Fig. 1: run 1, register map, names as in the netlist
Other sequential cells in the stronger grey, the rest of the logic in the fainter grey.
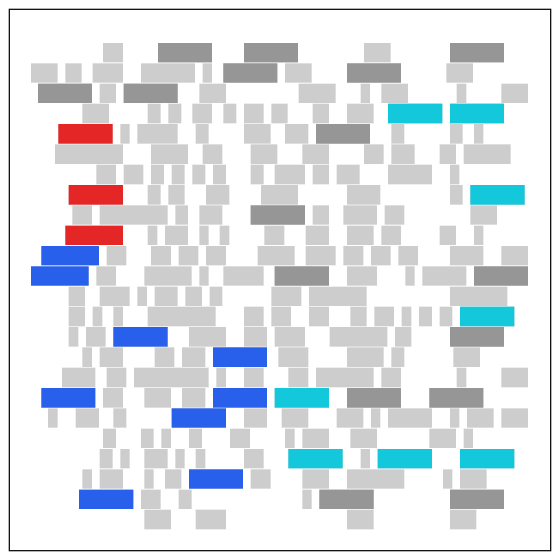
Fig. 2: run 1, track usage over the die
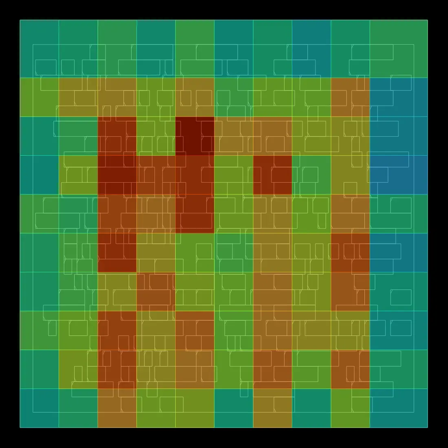
Fig. 3: run 1, selected gate families
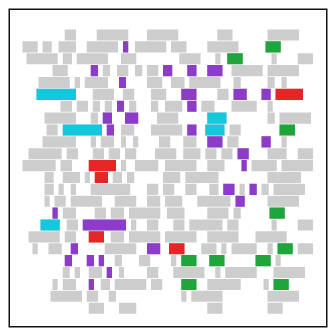
Fig. 4: run 1, met3 routing
The bar under the picture is 20 um long.
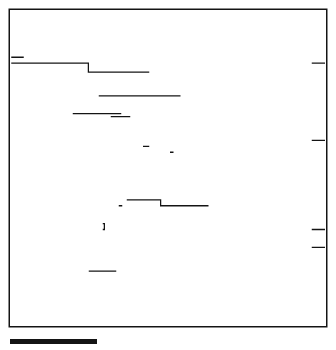
Design uart_byte_receiver, sky130hd; sources not shown.
==> impl_results.rst, run 1 <==
Run summary
-----------

.. list-table::
   :header-rows: 1

   * - Metric
     - Value
   * - Post-synthesis chip area from yosys
     - 1640 um^2
   * - Post-route cell area
     - 2400 um^2
   * - Number of cells in Yosys stat
     - 181
   * - H-tree Lvls
     - 2
   * - Fill cell total of the finished layout
     - 485
   * - Sequential cell area fraction in the yosys report
     - 0.441
   * - Clock network power share
     - 0.411
   * - Maximum clock rate
     - 612 MHz
   * - Max-capacitance violation count
     - 0
   * - Area of the core
     - 4410 um^2
   * - Tightest Pin Transition
     - 0.418 ns
   * - I/O Pins
     - 15
   * - Worst-path clk slew
     - 0.07 ns
   * - Routed WL per cell
     - 16.8 um
   * - Final worst-path setup slack
     - -0.0333 ns
   * - Width of the die
     - 72.4 um
   * - Fin Hold WS
     - 0.412 ns
   * - Clock buffer depth
     - 2
   * - Number of enable-type register cells in the synthesized netlist
     - 0
   * - Post-DRT Antenna Nets
     - 0
   * - Max FFs per register
     - 9
   * - Number of nets in the synthesized netlist
     - 190
   * - Slack of the worst reg-to-reg path
     - -0.03 ns
   * - Setup skew after layout
     - 0.00421 ns
   * - Placement row count
     - 24
   * - Floorplan die height
     - 72.4 um
   * - Arrival time at the worst endpoint
     - 1.86 ns
   * - Worst min-delay path category
     - register to register
   * - Via count of the first global-routing pass
     - 1609
   * - Maximum fanout along the worst path
     - 5
   * - Highest-delay cell along the critical path
     - sky130_fd_sc_hd__a211o_4
   * - Pwr per Cell Area
     - 682 nW/um^2
   * - Clock latency on the worst-skew pair
     - 0.29 ns
   * - Layout Nets
     - 233
   * - Count of input and output buffers
     - 14
   * - Final HPWL DP
     - 3050 um
   * - Floorplan utilization
     - 0.370
   * - Synthesis-stage register bit count
     - 36
   * - Setup WS pre-CTS
     - -0.347 ns
   * - Highest ir drop seen on vdd
     - 362 uV
   * - Number of clock sinks seen by CTS
     - 36
   * - Layout area overhead
     - 47.0%
   * - Total GRT Usage
     - 0.189
   * - Placed inst area
     - 2050 um^2
   * - Root cell of the clock tree
     - sky130_fd_sc_hd__clkbuf_8
   * - Post-synthesis instance total
     - 181
   * - Main flop type after synthesis
     - sky130_fd_sc_hd__dfxtp_1
   * - Worst Reg-to-Reg Cells
     - 7
   * - Vias per Instance
     - 5.40
   * - Placer congestion estimate
     - 0.813
   * - Hold buffer count at CTS
     - 0
   * - Proportion of synthesized flip-flops having asynchronous set or reset
     - 0
   * - Antenna violations before repair
     - 0
   * - Outcome
     - complete, but fails checks
   * - Fraction of layout cells with a size suffix above 1
     - 0.369
   * - Slowest Stage Delay on Critical Path
     - 0.39 ns
   * - Kind of cell adding the most delay to the critical path
     - AND-OR/OR-AND gates
   * - DRT Pass-1 Iters
     - 4
   * - P_int
     - 1270 uW
   * - Worst-path cell chain
     - inv_2 > buf_6 > ha_4 > nor4bb_4 > a211o_1 > a211o_4 > a21oi_2
   * - Count of endpoints failing setup in the final report
     - 15
   * - Maximum number of pins on one net before global-route repair
     - 24
   * - Flop pwr share
     - 0.551
   * - Switching part of the total power
     - 0.224
   * - Setup repair after global routing missed its margin
     - true
   * - Top logic cells by instance count in the layout
     - sky130_fd_sc_hd__dfxtp_1, sky130_fd_sc_hd__buf_4, sky130_fd_sc_hd__nor2_1
   * - Critical setup path kind
     - register to register
   * - Critical path endpoint category
     - register
   * - # DRC
     - 0
   * - Startpoint Class
     - register
   * - Average cell area after synthesis
     - 9.03 um^2
   * - Clock tree from TritonCTS
     - built
   * - Combined buffer and inverter count along the critical path
     - 2
   * - DRC violation total after the first TritonRoute iteration
     - 80
   * - Number of CTS-inserted buffers
     - 5
   * - Global-route wire length before repair
     - 7580 um
   * - Total global routing overflow
     - 0
   * - Violations in the final reports
     - negative setup slack
   * - Chip area
     - 5240 um^2
   * - Max Slew Vio Count
     - 0
   * - Final Critical Period
     - 1.63 ns
   * - Synth cell types
     - 40
   * - Number of failing hold endpoints at the final stage
     - 0
   * - Share of the clock period used by the worst path
     - 1.02
   * - Switching component of the power
     - 368 uW
   * - Total stage count of the critical path
     - 7
   * - Combinational cell fraction of total power
     - 0.038
   * - Number of warnings in the stage logs
     - 31
   * - Worst EP required
     - 1.83 ns
   * - Syn Std Cell Area
     - 1640 um^2
   * - Max-Slew Margin vs Limit
     - 0.718
   * - Diodes inserted
     - 0
   * - Lkg Pwr
     - 0.000840 uW
   * - Cell depth of the worst hold path
     - 1
## Picture notes: Fig. 1
- red: state_q (placed flops 3)
- blue: cnt_q (placed flops 9)
- cyan: shift_q (placed flops 8)
- not coloured: 16
sequential cell power: 903 uW
final standard cell utilization of the core: 0.545
sequential fraction of total cell area: 0.301
area of all sequential standard cells: 724 um^2

## Picture notes: Fig. 2
met1 track demand over resource: 0.201
most used routing layer: met2

## Picture notes: Fig. 3
- red: non-inverting ao/oa cells (cells 5)
- purple: nand cells (cells 31)
- cyan: fa/ha/maj cells (cells 5)
- green: mux cells (cells 10)
final non-filler cell total: 277
proportion of cell area occupied by multi-input gates: 0.440
most common cell after layout, fill and taps aside: sky130_fd_sc_hd__dfxtp_1

## Picture notes: Fig. 4
- main direction: horizontal
- longest straight run: 18.4 um
- nets with wire on the layer: 11
- share of all routed wire: 2.4%
M3 GR Usage: 0.0444
Post-Route WL: 4650 um
Via Count: 1497

[run 1: cell usage after synthesis, drive strengths merged, types with 2 or more instances]
cell type  instances  share of area
nand2b             2         0.0076
a211o              2          0.011
o21ai              4          0.012
or3                2         0.0076
nand3             11          0.034
nand2              6          0.014
nor3               6          0.018
o31ai              2         0.0092
dfxtp             36           0.44
buf                6          0.021
inv                8          0.018
ha                 5          0.038
xor2               2          0.011
a21oi             10          0.031
o41ai              2          0.020
clkbuf             8          0.018
nand4              6          0.023
xnor2              4          0.021
nand3b             2         0.0092
mux2i             10          0.061
nand4b             3          0.016
a211oi             2         0.0092
or2                3          0.011
nor2              23          0.053
nor4               4          0.019
[run 1: cells by family after synthesis]
family,share of synthesized area
and+or+nand+nor,0.251
DFF,0.441
AOI/OAI and AO/OA,0.119
buffers and inverters,0.0581
muxes,0.0612
xor gates and xnor gates,0.0321
adders and majority gates,0.0383
[run 1: cell type report]
type | count | area [um^2] | share of cell area
flip-flops and latches | 36 | 724 | 0.301
inverters | 8 | 30.0 | 0.0125
repair buffers | 49 | 434 | 0.181
multi-input cells | 124 | 1060 | 0.440
clock inverters | 2 | 10.0 | 0.00416
clock buffers | 6 | 82.6 | 0.0344
well taps | 52 | 65.1 | 0.0271
[run 1: power by group through the flow]
stage	Sequential, uW	Clock, uW	Combinational (uW)
4_1_cts	902	696	59.9
3_5_place_dp	923	0	52.3
6_report	903	674	63.0
5_1_grt	903	745	69.0
2_1_floorplan	925	0	25.0
3_3_place_gp	923	0	49.6
[run 1: timing repair]
action,CTS,global route
buffers inserted,1,2
setup endpoints to repair,29,30
gates cloned,1,0
gates resized,23,25
pin swaps,10,19
[run 1: worst register-to-register path, delay by kind of cell, from the launching register on]
kind | cells | cell delay, ns
AOI/OAI and AO/OA | 3 | 0.78
adders and majority gates | 1 | 0.14
buffers and inverters | 2 | 0.17
DFF | 1 | 0.34
and+or+nand+nor | 1 | 0.14
[run 1: through the flow]
step | cells | power (uW) | TNS, ns
after floorplan | 181 | 950 | -0.500
after global placement | 266 | 972 | -2.02
after detailed placement | 266 | 976 | -4.31
after CTS | 276 | 1660 | -0.537
after global routing | 277 | 1720 | -2.37
final | 277 | 1640 | -0.355
[run 1: layer usage]
metal / share of wire / up-vias / track usage
li1: - / 728 / -
met3: 0.023 / 7 / 0.0444
met5: 0 / - / 0
met2: 0.55 / 19 / 0.362
met4: 0.014 / 0 / 0.0608
met1: 0.41 / 743 / 0.201
==> inputs of run 2 (changes only) <==
Settings changed: CTS_CLUSTER_DIAMETER from default to 60, SLEW_MARGIN from default to 20.
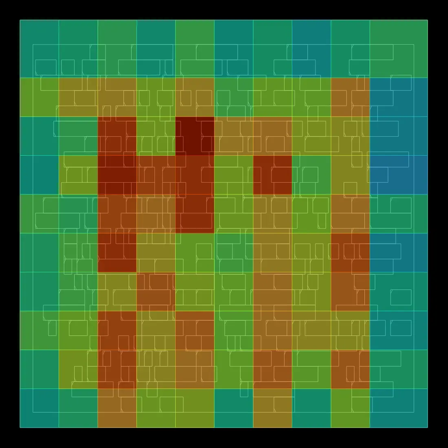
Fig. 5. Track usage over the die (run 2).
met2 routing resource usage after global routing: 0.362
Routed WL per cell: 16.8 um

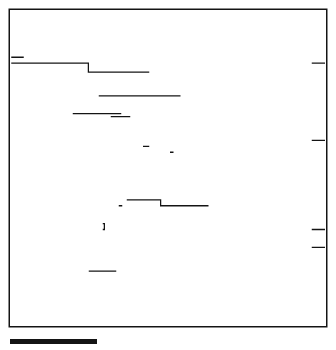
Fig. 6. Met3 routing (run 2).
The bar under the picture is 20 um long.
- longest straight run: 18.4 um
- nets with wire on the layer: 11
- wire length on this layer: 109 um

==> run 2 against run 1 <==
Compared with the run above:
- register-to-register slack hardly changed
- power unchanged
- first-iteration DRC count did not move
- sequential share of layout area unchanged
- sequential cell count unchanged
- wire length stayed put
- critical path depth unchanged
- the flow still finishes with violations (negative setup slack)
- non-clock buffer count is the same
- synthesized cell count stayed put
- sequential power barely moved
- worst setup slack did not move
- synthesized area unchanged
==> impl_results.rst, run 2 <==
Run summary
-----------

.. list-table::
   :header-rows: 1

   * - Metric
     - Value
   * - Outcome
     - complete, but fails checks
   * - Violations in the final reports
     - negative setup slack
   * - Largest cells by area after synthesis
     - sky130_fd_sc_hd__dfxtp_1, sky130_fd_sc_hd__mux2i_1, sky130_fd_sc_hd__nor2_1
   * - Post-synthesis chip area from yosys
     - 1640 um^2 (unchanged)
   * - Setup repair after global routing missed its margin
     - true
   * - Total GRT Usage
     - 0.189 (unchanged)
   * - Synthesis-stage register bit count
     - 36 (unchanged)
   * - Layout area overhead
     - 47.0% (unchanged)
   * - Number of clock sinks seen by CTS
     - 36 (unchanged)
   * - Top logic cells by instance count in the layout
     - sky130_fd_sc_hd__dfxtp_1, sky130_fd_sc_hd__buf_4, sky130_fd_sc_hd__nor2_1
   * - Number of nets in the synthesized netlist
     - 190 (unchanged)
   * - Combinational cell fraction of total power
     - 0.038 (about the same)
   * - Area of all sequential standard cells
     - 724 um^2 (unchanged)
   * - Kind of cell adding the most delay to the critical path
     - AND-OR/OR-AND gates
   * - DRC violation total after the first TritonRoute iteration
     - 80 (unchanged)
   * - Average cell area after synthesis
     - 9.03 um^2 (unchanged)
   * - Post-DRT Antenna Nets
     - 0 (unchanged)
   * - Number of cells in Yosys stat
     - 181 (unchanged)
   * - Cell depth of the worst hold path
     - 1 (unchanged)
   * - Most used routing layer
     - met2
   * - Yosys top cell area share
     - 0.441 (unchanged)
   * - Floorplan die height
     - 72.4 um (unchanged)
   * - Via Count
     - 1497 (unchanged)
   * - Hold buffer count at CTS
     - 0 (unchanged)
   * - Syn Std Cell Area
     - 1640 um^2 (unchanged)
   * - Number of CTS-inserted buffers
     - 5 (unchanged)
   * - Tightest Pin Transition
     - 0.418 ns (unchanged)
   * - Lkg Pwr
     - 0.000840 uW (unchanged)
   * - Pwr per Cell Area
     - 682 nW/um^2 (unchanged)
   * - Max-Slew Margin vs Limit
     - 0.718 (unchanged)
   * - Count of input and output buffers
     - 14 (unchanged)
   * - Post-Route WL
     - 4650 um (unchanged)
   * - Setup skew after layout
     - 0.00421 ns (unchanged)
   * - Max FFs per register
     - 9 (unchanged)
   * - Final worst-path setup slack
     - -0.0333 ns (unchanged)
   * - Worst-path clk slew
     - 0.07 ns (about the same)
   * - Diodes inserted
     - 0 (unchanged)
   * - Startpoint Class
     - register
   * - Worst-path cell chain
     - inv_2 > buf_6 > ha_4 > nor4bb_4 > a211o_1 > a211o_4 > a21oi_2
   * - Vias per Instance
     - 5.40 (unchanged)
   * - Most common cell after layout, fill and taps aside
     - sky130_fd_sc_hd__dfxtp_1
   * - Max Slew Vio Count
     - 0 (unchanged)
   * - Global-route wire length before repair
     - 7580 um (unchanged)
   * - Synth cell types
     - 40 (unchanged)
   * - Worst min-delay path category
     - register to register
   * - Worst EP required
     - 1.83 ns (about the same)
   * - Final Critical Period
     - 1.63 ns (unchanged)
   * - Combined buffer and inverter count along the critical path
     - 2 (unchanged)
   * - Maximum clock rate
     - 612 MHz (unchanged)
   * - Most common cell in the netlist
     - sky130_fd_sc_hd__dfxtp_1
   * - Clock buffer depth
     - 2 (unchanged)
   * - Sequential cell area fraction in the yosys report
     - 0.441 (unchanged)
   * - Count of endpoints failing setup in the final report
     - 15 (unchanged)
   * - Fin Hold WS
     - 0.412 ns (unchanged)
   * - Critical setup path kind
     - register to register
   * - Switching part of the total power
     - 0.224 (unchanged)
   * - Via count of the first global-routing pass
     - 1609 (unchanged)
   * - P_int
     - 1270 uW (unchanged)
   * - Max-capacitance violation count
     - 0 (unchanged)
   * - Number of enable-type register cells in the synthesized netlist
     - 0 (unchanged)
   * - Layout Nets
     - 233 (unchanged)
   * - Slowest Stage Delay on Critical Path
     - 0.39 ns (about the same)
   * - I/O Pins
     - 15 (unchanged)
   * - Combined area of the multi-input logic cells
     - 1060 um^2 (unchanged)
-- run 2: cell counts after synthesis --
No cell type changed its count.
-- run 2: cells by family (layout without fill, tap and decap cells) --
kind of cell / count (synthesis) / in the layout / synth area share
xor gates and xnor gates: 6 / 6 / 0.0321
muxes: 10 / 10 / 0.0612
and+or+nand+nor: 75 / 75 / 0.251
AOI/OAI and AO/OA: 27 / 28 / 0.119
adders and majority gates: 5 / 5 / 0.0383
DFF: 36 / 36 / 0.441
buffers and inverters: 22 / 65 / 0.0581
-- run 2: area by class of cell --
type | instances | area share
multi-input combinational | 124 | 0.440
sequential | 36 | 0.301
timing repair buffer | 49 | 0.181
clock buffer | 6 | 0.0344
tap | 52 | 0.0271
inverter | 8 | 0.0125
clock inverter | 2 | 0.00416
-- run 2: worst reg2reg max path, cell delays in order, from the launching register on --
cell	delay, ns
sky130_fd_sc_hd__dfxtp_2	0.34
sky130_fd_sc_hd__inv_2	0.06
sky130_fd_sc_hd__buf_6	0.11
sky130_fd_sc_hd__ha_4	0.14
sky130_fd_sc_hd__nor4bb_4	0.14
sky130_fd_sc_hd__a211o_1	0.29
sky130_fd_sc_hd__a211o_4	0.39
sky130_fd_sc_hd__a21oi_2	0.10
-- run 2: timing repair --
| action | CTS | global route |
|---|---|---|
| gates resized | 23 | 25 |
| endpoints found under the setup margin | 29 | 30 |
| pin swaps | 10 | 19 |
| setup buffers | 1 | 2 |
| gates cloned | 1 | 0 |
-- run 2: metrics by stage --
stage                     TNS (ns)  utilization  power [uW]  setup slack, ns  cells
after floorplan             -0.500            -         950           -0.129    181
after global placement       -2.02        0.464         972           -0.203    266
after detailed placement     -4.31        0.464         976           -0.347    266
after CTS                   -0.537        0.512        1660          -0.0480    276
after global routing         -2.37        0.545        1720           -0.161    277
final                       -0.355        0.545        1640          -0.0333    277
-- run 2: metal layers --
metal | routed length (um) | share of wire | vias up
met5 | 0 | 0 | -
met4 | 63 | 0.014 | 0
met3 | 109 | 0.023 | 7
met2 | 2560 | 0.55 | 19
met1 | 1920 | 0.41 | 743
li1 | - | - | 728
-- run 2: power groups by stage --
stage	sequential, uW	combinational, uW	clock (uW)
5_1_grt	903	69.0	745
3_3_place_gp	923	49.6	0
6_report	903	63.0	674
2_1_floorplan	925	25.0	0
3_5_place_dp	923	52.3	0
4_1_cts	902	59.9	696
Power figures rest on the tool's default switching activity, not on a simulated workload.
